**src/rtl/alu_seq.sv**
```systemverilog
// Registered, handshaked ALU. Opcodes 0-6 complete in one cycle; opcode 7 is a
// fixed-latency (WIDTH cycles) shift-add multiply returning the low WIDTH bits.
module alu_seq #(
  parameter int unsigned WIDTH = 16
) (
  input  logic             clk,
  input  logic             rst,
  input  logic             in_valid,
  output logic             in_ready,
  input  logic [WIDTH-1:0] in_n,
  input  logic [WIDTH-1:0] in_m,
  input  logic [2:0]       opc,
  input  logic             cin,
  output logic             out_valid,
  input  logic             out_ready,
  output logic [WIDTH-1:0] out_f,
  output logic             zer,
  output logic             neg,
  output logic             cout,
  output logic             ovf,
  output logic             busy
);

  localparam int unsigned CNT_W = $clog2(WIDTH + 1);
  localparam logic [CNT_W-1:0] LAST_STEP = CNT_W'(WIDTH - 1);

  typedef enum logic {
    IDLE,
    MUL
  } state_t;

  state_t           state, state_nxt;
  logic [WIDTH-1:0] mcand, mcand_nxt;
  logic [WIDTH-1:0] mplier, mplier_nxt;
  logic [WIDTH-1:0] acc, acc_nxt;
  logic [CNT_W-1:0] count, count_nxt;
  logic [WIDTH-1:0] f_nxt;
  logic             valid_nxt, cout_nxt, ovf_nxt, busy_nxt;

  logic [WIDTH-1:0] alu_f;
  logic             alu_cout, alu_ovf;
  logic [WIDTH:0]   sum0;
  logic [WIDTH+1:0] tri_m;
  logic [WIDTH-1:0] acc_step;
  logic             accept;

  assign in_ready = (state == IDLE) && (!out_valid || out_ready);
  assign accept   = in_valid && in_ready;

  // Widened sums so carry / signed overflow fall out of the extra bits.
  assign sum0     = {1'b0, in_n} + {1'b0, in_m} + (WIDTH+1)'(cin);
  assign tri_m    = {{2{in_m[WIDTH-1]}}, in_m} + {in_m[WIDTH-1], in_m, 1'b0};
  assign acc_step = mplier[0] ? (acc + mcand) : acc;

  // Single-cycle opcodes.
  always_comb begin
    alu_f    = '0;
    alu_cout = 1'b0;
    alu_ovf  = 1'b0;
    case (opc)
      3'd0: begin
        alu_f    = sum0[WIDTH-1:0];
        alu_cout = sum0[WIDTH];
        alu_ovf  = (in_n[WIDTH-1] == in_m[WIDTH-1]) && (sum0[WIDTH-1] != in_n[WIDTH-1]);
      end
      3'd1: alu_f = in_m + {in_n[WIDTH-1], in_n[WIDTH-1:1]};
      3'd2: alu_f = ($signed(in_n) > $signed(in_m)) ? in_n : in_m;
      3'd3: begin
        alu_f   = tri_m[WIDTH-1:0];
        // 3*M fits in WIDTH+2 signed bits; it fits WIDTH iff the top three agree.
        alu_ovf = (tri_m[WIDTH+1:WIDTH-1] != {3{tri_m[WIDTH-1]}});
      end
      3'd4: alu_f = in_n & in_m;
      3'd5: alu_f = in_n | in_m;
      3'd6: alu_f = ~in_m;
      default: alu_f = '0;
    endcase
  end

  // Next-state and datapath updates.
  always_comb begin
    state_nxt  = state;
    mcand_nxt  = mcand;
    mplier_nxt = mplier;
    acc_nxt    = acc;
    count_nxt  = count;
    f_nxt      = out_f;
    cout_nxt   = cout;
    ovf_nxt    = ovf;
    busy_nxt   = busy;
    valid_nxt  = out_valid && !out_ready;
    case (state)
      IDLE: begin
        if (accept) begin
          if (opc == 3'd7) begin
            state_nxt  = MUL;
            mcand_nxt  = in_n;
            mplier_nxt = in_m;
            acc_nxt    = '0;
            count_nxt  = '0;
            busy_nxt   = 1'b1;
          end else begin
            f_nxt     = alu_f;
            cout_nxt  = alu_cout;
            ovf_nxt   = alu_ovf;
            valid_nxt = 1'b1;
          end
        end
      end
      MUL: begin
        acc_nxt    = acc_step;
        mcand_nxt  = mcand << 1;
        mplier_nxt = mplier >> 1;
        count_nxt  = count + CNT_W'(1);
        if (count == LAST_STEP) begin
          state_nxt = IDLE;
          busy_nxt  = 1'b0;
          f_nxt     = acc_step;
          cout_nxt  = 1'b0;
          ovf_nxt   = 1'b0;
          valid_nxt = 1'b1;
        end
      end
      default: state_nxt = IDLE;
    endcase
  end

  always_ff @(posedge clk) begin
    if (rst) begin
      state     <= IDLE;
      mcand     <= '0;
      mplier    <= '0;
      acc       <= '0;
      count     <= '0;
      out_f     <= '0;
      out_valid <= 1'b0;
      zer       <= 1'b0;
      neg       <= 1'b0;
      cout      <= 1'b0;
      ovf       <= 1'b0;
      busy      <= 1'b0;
    end else begin
      state     <= state_nxt;
      mcand     <= mcand_nxt;
      mplier    <= mplier_nxt;
      acc       <= acc_nxt;
      count     <= count_nxt;
      out_f     <= f_nxt;
      out_valid <= valid_nxt;
      zer       <= (f_nxt == '0);
      neg       <= f_nxt[WIDTH-1];
      cout      <= cout_nxt;
      ovf       <= ovf_nxt;
      busy      <= busy_nxt;
    end
  end

endmodule

```
**config.mk**
```make
export PLATFORM = sky130hd
export DESIGN_NAME = alu_seq
export DESIGN_NICKNAME = d
export VERILOG_FILES = /design/src/rtl/alu_seq.sv
export SDC_FILE = /design/constraint.sdc
export NUM_CORES = 1
export LEC_CHECK = 0
export CAP_MARGIN = 20
export CORE_MARGIN = 1
export CORE_UTILIZATION = 58
export CTS_CLUSTER_SIZE = 24
export DETAILED_ROUTE_END_ITERATION = 7
export HOLD_SLACK_MARGIN = 0.02
export PLACE_DENSITY = 0.86
export SETUP_SLACK_MARGIN = 0.2
export SLEW_MARGIN = 20
export SYNTH_ARGS = -nofsm -noshare
export SYNTH_HDL_FRONTEND = slang
export SYNTH_SLANG_ARGS = --single-unit
```
**constraint.sdc**
```tcl
create_clock -name clk -period 4.3 [get_ports clk]
set_input_delay 0.43 -clock clk [delete_from_list [all_inputs] [get_ports clk]]
set_output_delay 0.43 -clock clk [all_outputs]
set_load 0.05 [all_outputs]
```
Figure 1. Pin placement (run 1).
Scale: 4 px per um. Pins as bars across the die edge, other pins in grey.
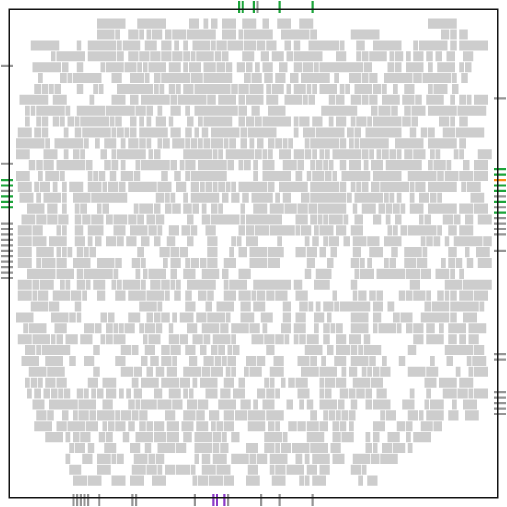
[neg] orange | pins: 1 | direction: output | edge: right
[opc] purple | pins: 3 | direction: input | edge: bottom
[out_f] green | pins: 16 | direction: output | edge: 6 right, 5 left, 5 top
all pins by edge: 22 right, 19 left, 16 bottom, 6 top

Figure 2. I/O nets highlighted (run 1).
Scale: 2 px per um.
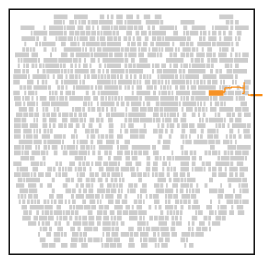
[neg] orange | bits: 1 | direction: output | end cells: 1 | buffers: 1 | wire: 22.2 um

==> flow_summary_export.csv, run 1 <==
group,metric,value,unit
global_route,grt-busiest-layer,"met2",
timing,hold-worst-slack,453,ps
setup_path,rr_worst_depth,12,
timing,max_clock_freq,258,MHz
setup_path,crit_top_cell,"nor2_1",
power_and_ir_drop,power.share.combinational,37.2,%
synth,seq_area_frac_synth,18.1,%
setup_path,crit_path_end,"zer",
global_route,antenna_found_initial,0,
global_route,use_met2,61.8,%
cts,ctsHoldBuffers,0,
cts,tritoncts,"done",
final_layout,ant_diodes,0,
final_layout,comb_share,65.6,%
final_layout,finalNetCount,1371,
synth,ys_sh_xor,3.79,%
final_layout,final_cells,1416,
run_status,outcome,"finished, final reports clean",
synth,yosysUniqueCellTypes,87,
job,max_cap_viol_count,0,
final_layout,fillerInstances,1215,
final_layout,area.combinational,6340,um^2
placed_design,port_buffers,62,
Figure 3. Signal wires by layer (run 1).
Scale: 4 px per um. Two of the layers only.
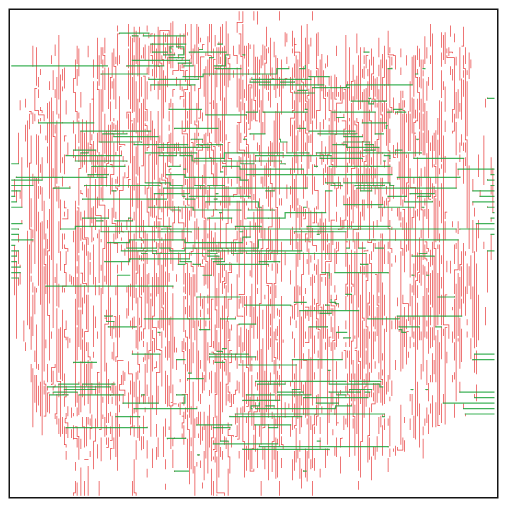
[met3] green | wire length: 2410 um
[met2] red | wire length: 12500 um
final wirelength: 27800 um
drt wl/cell: 19.7 um

[run 1: routing by layer]
layer	vias up	part of all wire (%)
met1	4304	42
met5	-	0
met3	88	8.6
li1	4382	-
met2	535	45
met4	0	4.1
[run 1: cell usage after synthesis (all sizes together) (23+ instances only)]
cell type	instances	area [um^2]
clkbuf	44	165
nor2b	23	144
ha	95	1190
mux2i	23	230
dfxtp	75	1500
o21ai	68	348
nor3	34	170
nor2	134	503
nand2	128	480
inv	54	203
a21oi	138	694
nand3	25	138
[run 1: sequential cells by signal (all words and copies together) (netlist names), 5 cells and up]
register,count
acc,16
out_f,16
mplier,16
count,5
mcand,16
[run 1: worst max-delay path: cells and delay by family]
kind	cells	cell delay (ps)
compound gates	6	1900
fa+ha+maj	2	720
buf+inv	1	540
simple gates	3	430
mux	1	140
## Run 2: what changed since run 1
- SETUP_SLACK_MARGIN: 0.2 -> 0.02
- SKIP_LAST_GASP: default -> 1
Figure 4. Signal wires by layer (run 2).
Scale: 4 px per um. Two of the layers only.
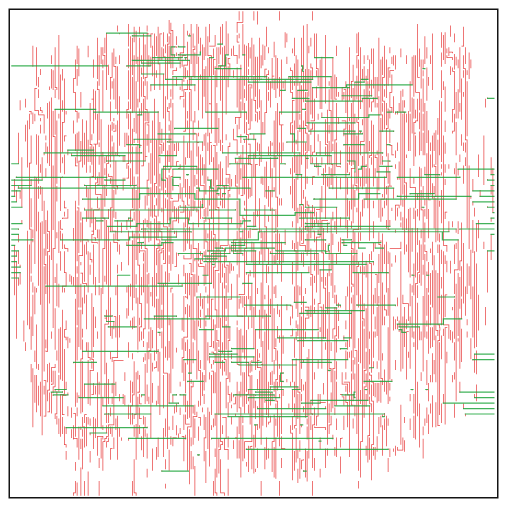
[met2] red | wire length: 12500 um
[met3] green | wire length: 2360 um

Figure 5. I/O nets highlighted (run 2).
Scale: 2 px per um.
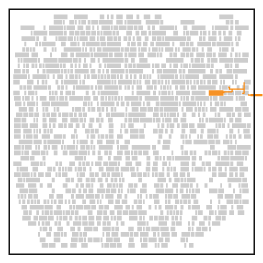
[neg] orange | bits: 1 | direction: output | end cells: 1 | buffers: 1 | wire: 23.8 um
number of top-level pins: 63
number of port buffers: 62

==> flow_summary_export.csv, run 2 <==
group,metric,value,unit
synth,common_cells,"a21oi_1 (137), nor2_1 (134), nand2_1 (128)",
cts,tritoncts,"done",
run_status,outcome,"finished, final reports clean",
setup_path,rr_worst_depth,12,
global_route,grt-busiest-layer,"met2",
floorplanning,die.size.x,122,um
timing,finalCritPeriodShare,92.2,%
detailed_routing,route.layer.met1.wl,11800,um
global_route,antenna_found_initial,0,
timing,max_clock_freq,252,MHz
timing,clock_skew,11.1,ps
detailed_routing,finalWirelength,27800,um
synth,top_area_cell,"dfxtp_1",
power_and_ir_drop,power.share.combinational,37.2,%
detailed_routing,met3RoutedLength,2360,um
final_layout,ant_diodes,0,
power_and_ir_drop,clock_power_share,32.9,%
global_route,globalRoute.totalOverflow,0,
cts,ctsHoldBuffers,0,
setup_path,worst-path-buf-inv,1,
synth,ys_sh_xor,3.79,%
detailed_routing,via_per_inst,6.56,
detailed_routing,met2_length,12500,um
timing,hold-worst-slack,453,ps
job,max_cap_viol_count,0,
synth,yosysUniqueCellTypes,87,
final_layout,final_cells,1416,
timing,final.setup.worst_slack,335,ps
detailed_routing,post_drt_wl_per_cell,19.6,um
floorplanning,core_util_floorplan,59.7,%
synth,library_cell_with_the_highest_instance_count_after_synthesis,"a21oi_1",
detailed_routing,topmost_layer_with_routed_signal_wires,"met4",
synth,seq_area_frac_synth,18.1,%
setup_path,crit_top_cell,"o21ai_0",
job,warning_count,58,
final_layout,finalNetCount,1371,
synth,synthTopCellsByArea,"dfxtp_1 (18%), ha_1 (14%), a21oi_1 (8.2%), nor2_1 (6.0%), nand2_1 (5.8%)",
setup_path,cpLargestDelayFamily,"AND-OR/OR-AND gates",
[run 2: cell counts after synthesis]
No cell type changed its count.
[run 2: area by class of cell]
| class | instances | area [um^2] |
|---|---|---|
| multi-input cells | 968 | 6330 |
| fillers | 1217 | 4290 |
| flip-flops and latches | 75 | 1500 |
| repair buffers | 122 | 1070 |
| clock buffers | 10 | 229 |
| well taps | 180 | 225 |
| inverters | 55 | 206 |
| clock inverters | 6 | 90.1 |
[run 2: how the worst max path moves through the flow]
stage | endpoint | slack (ps) | depth (start not counted)
2_1_floorplan | zer | 1280 | 12
3_3_place_gp | zer | 170 | 13
3_5_place_dp | zer | 120 | 13
4_1_cts | zer | 450 | 13
5_1_grt | zer | 60 | 13
6_report | zer | 330 | 13
## Run 3: what changed since run 2
- ABC_AREA: default -> 1
Figure 6. Placement view (run 3).
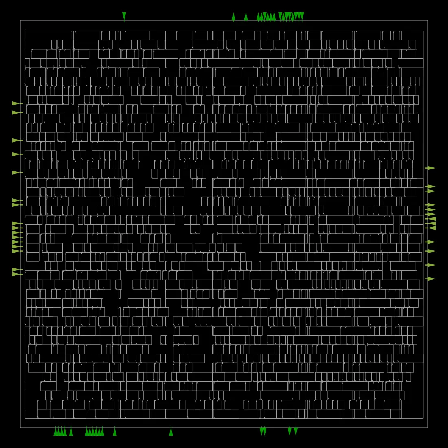
fraction of area in registers: 16.3%
final cell count without fillers: 1558
tap cell instance count: 176

Figure 7. Signal wires by layer (run 3).
Scale: 4 px per um. Two of the layers only.
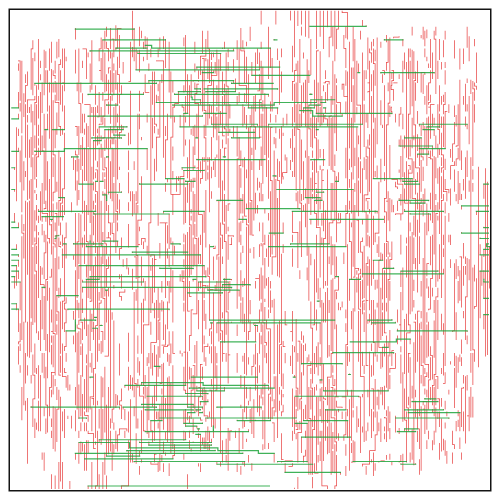
[met3] green | wire length: 2210 um
[met2] red | wire length: 12500 um

==> flow_summary_export.csv, run 3 <==
group,metric,value,unit
final_layout,top_cell_class_by_occupied_area,"combinational gates",
timing,finalCritPeriodShare,83.8,%
power_and_ir_drop,clock_power_share,31.8,%
setup_path,cpLargestDelayFamily,"simple AND/OR/NAND/NOR gates",
setup_path,crit_path_end,"zer",
detailed_routing,post_drt_wl_per_cell,17.5,um
setup_path,worst-path-buf-inv,2,
placed_design,port_buffers,62,
job,max_cap_viol_count,0,
final_layout,area.combinational,5900,um^2
final_layout,final-clk-cell-share,3.30,%
synth,yosysUniqueCellTypes,47,
final_layout,finalNetCount,1517,
detailed_routing,topmost_layer_with_routed_signal_wires,"met4",
final_layout,comb_share,64.0,%
setup_path,rr_worst_depth,17,
detailed_routing,route.layer.met1.wl,11800,um
global_route,grt-busiest-layer,"met2",
synth,ys_sh_xor,0.976,%
detailed_routing,via_per_inst,5.96,
floorplanning,io-pin-count,63,
synth,top_area_cell,"dfxtp_1",
synth,synthTopCellsByArea,"dfxtp_1 (19%), nand2_1 (17%), ha_1 (15%), a21oi_1 (8.1%), nand3_1 (6.9%)",
timing,hold-worst-slack,469,ps
final_layout,non_clock_buffer_count,88,
floorplanning,die.size.x,120,um
job,warning_count,58,
final_layout,ant_diodes,0,
cts,tritoncts,"done",
detailed_routing,met3RoutedLength,2210,um
timing,max_clock_freq,278,MHz
cts,ctsHoldBuffers,0,
run_status,outcome,"finished, final reports clean",
timing,final.setup.worst_slack,698,ps
floorplanning,core_util_floorplan,60.3,%
final_layout,fillerInstances,1252,
synth,post_synth_instance_area,8080,um^2
global_route,globalRoute.totalOverflow,0,
setup_path,critical_path_cell_count,16,
final_layout,layout.nonclk_buf_share,8.84,%
detailed_routing,met2_length,12500,um
detailed_routing,finalWirelength,27300,um
final_layout,final.signal_inverter_count,128,
power_and_ir_drop,power.share.combinational,36.9,%
synth,seq_area_frac_synth,18.6,%
final_layout,comb.multi_input.count,1075,
synth,common_cells,"nand2_1 (361), a21oi_1 (130), nor2_1 (126)",
synth,library_cell_with_the_highest_instance_count_after_synthesis,"nand2_1",
==> run 3: cell types whose count changed after synthesis, sizes merged, moves of 16 or more <==
| cell | previous run | this run |
|---|---|---|
| or3 | 16 | 0 |
| nor3 | 34 | 9 |
| nand4 | 11 | 29 |
| a211oi | 18 | 1 |
| nand2 | 128 | 362 |
| inv | 54 | 127 |
| a31oi | 16 | 33 |
| nand3 | 25 | 114 |
| o21ai | 68 | 86 |
| nor2b | 23 | 0 |
| mux2i | 23 | 0 |
==> run 3: power groups by stage <==
stage / Sequential, mW / Clock [mW] / Combinational (mW)
finish: 0.771 / 0.782 / 0.909
floorplan: 0.832 / 0 / 0.552
detailed placement: 0.784 / 0 / 0.886
global route: 0.775 / 0.805 / 0.994
global placement: 0.784 / 0 / 0.876
CTS: 0.769 / 0.780 / 0.890
No activity file was given, so power comes from the tool's default toggle rates.
